run_1/m3.png
Drawn at 8 px/um.
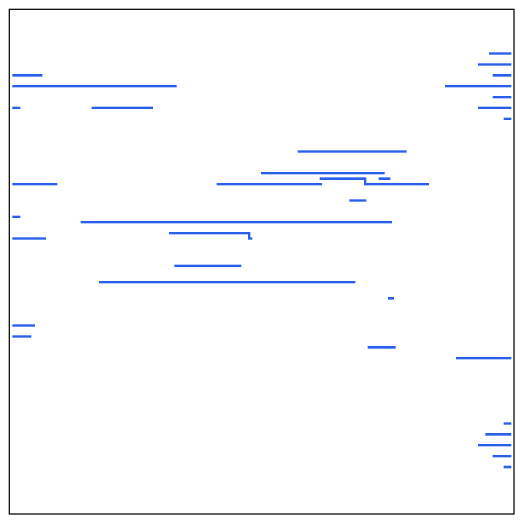
run_1/sizing.png
Drawn at 6 px/um.
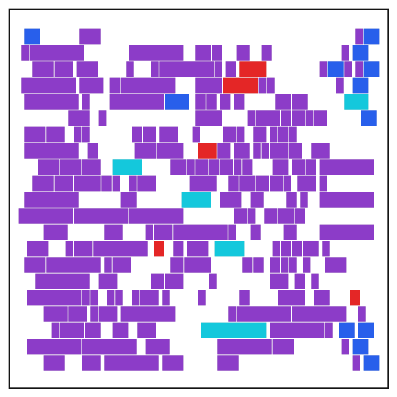
run_1/class_map.png
Drawn at 6 px/um. Fill, decap, tap and diode cells in grey.
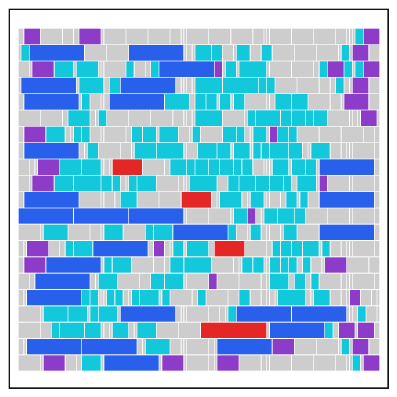
run_1/gates.png
Drawn at 6 px/um.
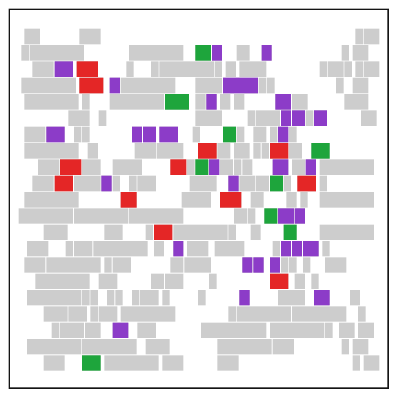
File: src/rtl/audio_tone_gen.sv
// ---------------------------------------------------------------------------
// audio_tone_gen
//
// Square-wave tone generator with a linear attack/sustain/release envelope,
// producing one signed 16-bit sample per codec sample tick.
//
// Parameters
//   HALF_BASE : half-period in sample ticks for freq index 0
//   HALF_STEP : half-period decrement per freq index
//   ENV_DIV   : sample ticks per envelope amplitude step
//
// Ports
//   clk          : system clock (single clock domain)
//   resetN       : asynchronous active-low reset
//   sample_tick  : one-cycle strobe at the codec sample rate
//   enable_sound : level, 1 requests a tone
//   freq         : tone index 0..15
//   audio_sample : signed two's-complement sample to the codec
//   sample_valid : one-cycle strobe, 1 clk after each sample_tick
//   busy         : 1 whenever the envelope is not idle
// ---------------------------------------------------------------------------
module audio_tone_gen #(
    parameter int HALF_BASE = 96,
    parameter int HALF_STEP = 4,
    parameter int ENV_DIV   = 16
) (
    input  logic        clk,
    input  logic        resetN,
    input  logic        sample_tick,
    input  logic        enable_sound,
    input  logic [3:0]  freq,
    output logic [15:0] audio_sample,
    output logic        sample_valid,
    output logic        busy
);

    typedef enum logic [1:0] {
        S_IDLE    = 2'd0,
        S_ATTACK  = 2'd1,
        S_SUSTAIN = 2'd2,
        S_RELEASE = 2'd3
    } env_state_t;

    env_state_t         state_q,   state_d;
    logic [6:0]         phase_q,   phase_d;
    logic               pol_q,     pol_d;
    logic [3:0]         cur_freq_q, cur_freq_d;
    logic [3:0]         amp_q,     amp_d;
    logic [3:0]         env_cnt_q, env_cnt_d;
    logic signed [15:0] audio_q,   audio_d;
    logic               valid_q,   valid_d;

    logic [6:0] half_period;
    logic       phase_wrap;
    logic       env_step;

    // amp*2048 never exceeds 30720, so the magnitude fits a positive int16
    // and negation cannot overflow.
    function automatic logic signed [15:0] tone_sample(input logic [3:0] amp,
                                                       input logic       pol);
        logic signed [15:0] mag;
        mag = signed'({1'b0, amp, 11'b0});
        return pol ? -mag : mag;
    endfunction

    assign half_period = 7'(HALF_BASE - HALF_STEP * int'(cur_freq_q));
    assign phase_wrap  = (phase_q == (half_period - 7'd1));
    assign env_step    = (env_cnt_q == 4'(ENV_DIV - 1));

    always_comb begin
        state_d    = state_q;
        phase_d    = phase_q;
        pol_d      = pol_q;
        cur_freq_d = cur_freq_q;
        amp_d      = amp_q;
        env_cnt_d  = env_cnt_q;
        audio_d    = audio_q;
        valid_d    = 1'b0;

        // Tone phase: the new freq is only picked up at a polarity toggle,
        // so a half-period is never cut short or stretched mid-way.
        if (sample_tick) begin
            if (phase_wrap) begin
                phase_d    = 7'd0;
                pol_d      = ~pol_q;
                cur_freq_d = freq;
            end else begin
                phase_d = phase_q + 7'd1;
            end
        end

        case (state_q)
            S_IDLE: begin
                // Start overrides any same-cycle tick: that tick becomes
                // the first attack tick with a fresh phase and zero amp.
                if (enable_sound) begin
                    state_d    = S_ATTACK;
                    cur_freq_d = freq;
                    phase_d    = 7'd0;
                    pol_d      = 1'b0;
                    amp_d      = 4'd0;
                    env_cnt_d  = 4'd0;
                end
            end
            S_ATTACK: begin
                if (sample_tick) begin
                    env_cnt_d = env_step ? 4'd0 : env_cnt_q + 4'd1;
                    if (!enable_sound) begin
                        state_d = S_RELEASE;
                    end else if (amp_q == 4'd15) begin
                        // Re-attack from a release that had not stepped down yet.
                        state_d = S_SUSTAIN;
                    end else if (env_step) begin
                        amp_d = amp_q + 4'd1;
                        if (amp_q == 4'd14) begin
                            state_d = S_SUSTAIN;
                        end
                    end
                end
            end
            S_SUSTAIN: begin
                if (sample_tick) begin
                    env_cnt_d = env_step ? 4'd0 : env_cnt_q + 4'd1;
                    if (!enable_sound) begin
                        state_d = S_RELEASE;
                    end
                end
            end
            S_RELEASE: begin
                if (sample_tick) begin
                    env_cnt_d = env_step ? 4'd0 : env_cnt_q + 4'd1;
                end
                // Re-trigger takes effect without waiting for a tick.
                if (enable_sound) begin
                    state_d = S_ATTACK;
                end else if (sample_tick) begin
                    if (amp_q == 4'd0) begin
                        // Attack aborted before the first step.
                        state_d = S_IDLE;
                    end else if (env_step) begin
                        amp_d = amp_q - 4'd1;
                        if (amp_q == 4'd1) begin
                            state_d = S_IDLE;
                        end
                    end
                end
            end
            default: state_d = S_IDLE;
        endcase

        // Output sample reflects the state after this tick's update.
        if (sample_tick) begin
            valid_d = 1'b1;
            audio_d = (state_d == S_IDLE) ? 16'sd0 : tone_sample(amp_d, pol_d);
        end
    end

    always_ff @(posedge clk or negedge resetN) begin
        if (!resetN) begin
            state_q    <= S_IDLE;
            phase_q    <= 7'd0;
            pol_q      <= 1'b0;
            cur_freq_q <= 4'd0;
            amp_q      <= 4'd0;
            env_cnt_q  <= 4'd0;
            audio_q    <= 16'sd0;
            valid_q    <= 1'b0;
        end else begin
            state_q    <= state_d;
            phase_q    <= phase_d;
            pol_q      <= pol_d;
            cur_freq_q <= cur_freq_d;
            amp_q      <= amp_d;
            env_cnt_q  <= env_cnt_d;
            audio_q    <= audio_d;
            valid_q    <= valid_d;
        end
    end

    assign audio_sample = audio_q;
    assign sample_valid = valid_q;
    assign busy         = (state_q != S_IDLE);

endmodule
File: config.mk
export PLATFORM = sky130hd
export DESIGN_NAME = audio_tone_gen
export DESIGN_NICKNAME = d
export VERILOG_FILES = /design/src/rtl/audio_tone_gen.sv
export SDC_FILE = /design/constraint.sdc
export NUM_CORES = 1
export LEC_CHECK = 0
export ABC_CLOCK_PERIOD_IN_PS = 3800
export CAP_MARGIN = 5
export CORE_UTILIZATION = 48
export CTS_BUF_LIST = sky130_fd_sc_hd__clkbuf_4 sky130_fd_sc_hd__clkbuf_8
export DETAILED_ROUTE_END_ITERATION = 6
export GPL_TIMING_DRIVEN = 0
export PLACE_DENSITY_LB_ADDON = 0.05
export SYNTH_ARGS = -nofsm -noshare
export SYNTH_HDL_FRONTEND = slang
export SYNTH_SLANG_ARGS = --single-unit
File: constraint.sdc
create_clock -name clk -period 3.8 [get_ports clk]
set_input_delay 0.57 -clock clk [delete_from_list [all_inputs] [get_ports clk]]
set_output_delay 0.57 -clock clk [all_outputs]
set_load 0.1 [all_outputs]
==> qor.txt, run 1 <==
Register with the most flip-flops = phase_q
Portion of the clock cycle consumed by the worst path in the final layout = 79.9%
Drt initial violations = 124
Seq group = 432 uW
Count of input and output buffers = 13
Non-clock inverter total of the final layout = 11
Number of detailed-route iterations in the first pass = 4
Number of I/O pins = 26
Clock Buffer Count = 3
Status = completed
Share of power burned in registers = 42.7%
Skew-Pair Late Insertion Delay = 0.27 ns
WL/cell = 13.6 um
Grt ovf = 0
Arrival @ worst endpoint = 2.46 ns
Kind of cell adding the most delay to the critical path = buffers and inverters
Initial cell density of the core = 51.7%
Share of synthesized registers carrying an async set or reset = 100%
Post-CTS setup buffer count = 0
RSZ-0062 raised after global routing = false
Cell accounting for the most synthesized area = sky130_fd_sc_hd__dfrtp_1
Post-synth area from yosys stat = 1780 um2
Tapcell count = 46
Back to the opening pictures, m3.png:
main direction = horizontal
longest straight run = 38.6 um
wire length on this layer = 237 um
total wire length after detailed routing: 3590 um
met3 GRT Util: 3.47%
via count: 1463

Back to the opening pictures, sizing.png:
blue -> x3 and x4  # cells 12
purple -> x1 and smaller  # cells 197
red -> x2  # cells 5
cyan -> x6 and larger  # cells 5
Synth-to-Final Area Change: 16.4%
Worst Setup Slack, final: 0.765 ns
post-route cell area: 2070 um2
Buffers, non-clock: 31

Back to the opening pictures, class_map.png:
purple -> remaining buffers and delay cells  # cells 31
red -> clock drivers and dummy loads  # cells 4
cyan -> remaining logic cells  # cells 156
blue -> registers  # cells 28
cell row count: 21
total core area: 3440 um2
final core utilization: 60.2%
sequential cell area share: 33.8%

Back to the opening pictures, gates.png:
red -> non-inverting ao/oa cells  # cells 12
purple -> aoi and oai cells  # cells 32
green -> and/or cells  # cells 9
Final Instance Count excl. Fillers: 265
fraction of area in multi-input gates: 46.3%
Commonest Layout Cell: sky130_fd_sc_hd__dfrtp_1

run 1: final timing paths:
path / start / to / slack, ns / depth (start not counted)
min in group clk: audio_sample[11] / audio_sample[11] / 0.50 / 1
hold reg to reg: audio_sample[11] / audio_sample[11] / 0.50 / 1
setup reg to reg: amp_q[0] / audio_sample[13] / 1.11 / 11
setup / recovery: state_q[1] / busy / 0.77 / 4
hold / removal: resetN / env_cnt_q[0] / 0.29 / 1
max in group asynchronous: resetN / amp_q[1] / 3.11 / 1
run 1: routing by layer:
metal	track usage, %	routed length, um	vias to the layer above
met5	0	0	-
met4	6.10	37	0
met3	3.47	236	4
met2	33.1	1640	46
met1	28.0	1670	691
li1	-	-	722
==> run 2, diff against run 1 <==
--- a/config.mk
+++ b/config.mk
@@ -5,7 +5,7 @@
 export SDC_FILE = /design/constraint.sdc
 export NUM_CORES = 1
 export LEC_CHECK = 0
-export ABC_CLOCK_PERIOD_IN_PS = 3800
+export ABC_CLOCK_PERIOD_IN_PS = 2700
 export CAP_MARGIN = 5
 export CORE_UTILIZATION = 48
 export CTS_BUF_LIST = sky130_fd_sc_hd__clkbuf_4 sky130_fd_sc_hd__clkbuf_8
==> constraint.sdc (replaced) <==
create_clock -name clk -period 2.7 [get_ports clk]
set_input_delay 0.405 -clock clk [delete_from_list [all_inputs] [get_ports clk]]
set_output_delay 0.405 -clock clk [all_outputs]
set_load 0.1 [all_outputs]
run_2/gates.png
Drawn at 6 px/um.
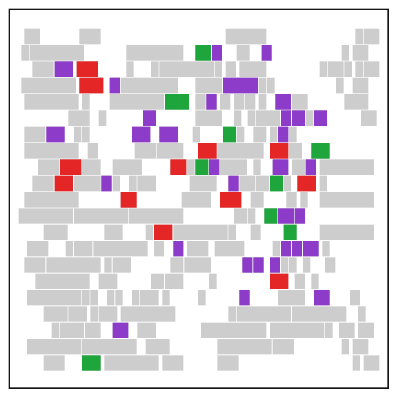
red -> non-inverting ao/oa cells  # cells 12
green -> and/or cells  # cells 9
purple -> aoi and oai cells  # cells 32
fraction of area in multi-input gates: 47.2%

==> run 2 against run 1 <==
Net effect: final cell count unchanged; worst hold slack worse by 0.17 ns; synthesized area unchanged; count of clock-buffer cells in the layout unchanged; non-clock buffer count unchanged; synthesized cell count unchanged; critical endpoint is now audio_sample[13]; largest power group unchanged.
==> qor.txt, run 2 <==
Grt ovf = 0 (unchanged)
Sequential cell area share = 33.4% (was 33.8%)
Drt initial violations = 150 (was 124)
Post-route cell area = 2110 um2 (was 2070 um2)
Total power per unit cell area = 678 nW/um2 (was 488 nW/um2)
Met3 GRT Util = 3.47% (unchanged)
Initial cell density of the core = 51.7% (unchanged)
Routed wire length on met3 = 209 um (was 236 um)
Commonest Layout Cell = sky130_fd_sc_hd__dfrtp_1 (unchanged)
Start of the worst register-to-register path = amp_q[0] (unchanged)
Portion of the clock cycle consumed by the worst path in the final layout = 94.0%
Total wire length after detailed routing = 3660 um (was 3590 um)
Non-clock inverter total of the final layout = 11 (unchanged)
Clock Buffer Count = 3 (unchanged)
Final Instance Count excl. Fillers = 265 (unchanged)
Post-synth area from yosys stat = 1780 um2 (unchanged)
Routed met2 length = 1690 um (was 1640 um)
Seq group = 607 uW (was 432 uW)
Count of input and output buffers = 13 (unchanged)
Routed length on met1 = 1720 um (was 1670 um)
Routing usage on met2 = 33.3% (was 33.1%)
Number of antenna violations at the first check in global routing = 0 (unchanged)
Depth of the worst register-to-register path = 11 (unchanged)
Register with the most flip-flops = phase_q (unchanged)
Post-synth tally of flip-flops with integrated enable = 0 (unchanged)
Status = completed (unchanged)
Final core utilization = 61.2% (was 60.2%)
Post-CTS setup buffer count = 0 (unchanged)
Worst setup path startpoint = amp_q[0] (was state_q[1])
Max layer used = met4 (unchanged)
Buffers, non-clock = 31 (unchanged)
Number of I/O pins = 26 (unchanged)
Signal buf overhead = 11.3% (was 11.7%)
Skew-Pair Late Insertion Delay = 0.27 ns (about the same)
Share of power burned in registers = 42.5% (was 42.7%)
Worst reg2reg endpoint = audio_sample[13] (unchanged)
Cell accounting for the most synthesized area = sky130_fd_sc_hd__dfrtp_1 (unchanged)
Kind of cell adding the most delay to the critical path = simple AND/OR/NAND/NOR gates (was buffers and inverters)
Total core area = 3440 um2 (unchanged)
Via count = 1464 (was 1463)
run_2/congestion_map.png
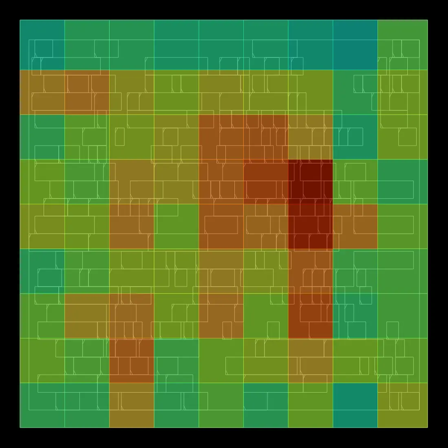
global-route met1 utilization: 27.5%
Tot GR Track Use: 20.5%
busiest metal layer after global routing: met2
WL/cell: 13.8 um

[run 2: netlist changes by cell type in the layout (fill, tap and decap cells not counted), sizes merged]
cell	previous run	this run
clkdlybuf4s50	12	11
clkbuf	7	8
[run 2: worst max path at each step]
stage	endpoint	slack (ns)	cells past startpoint
after CTS	audio_sample[13]	0.006	11
after detailed placement	audio_sample[13]	-0.13	10
after floorplan	audio_sample[13]	0.39	11
after global placement	audio_sample[13]	-0.14	10
final	audio_sample[13]	0.16	11
after global routing	audio_sample[13]	-0.01	11
[run 2: logic make-up after synthesis]
| logic type | after synthesis |
|---|---|
| AOI/OAI and AO/OA | 44 |
| xor gates and xnor gates | 10 |
| adders and majority gates | 7 |
| buffers and inverters | 29 |
| DFF | 28 |
| muxes | 7 |
| other | 1 |
| and+or+nand+nor | 66 |
Power figures rest on the tool's default switching activity, not on a simulated workload.
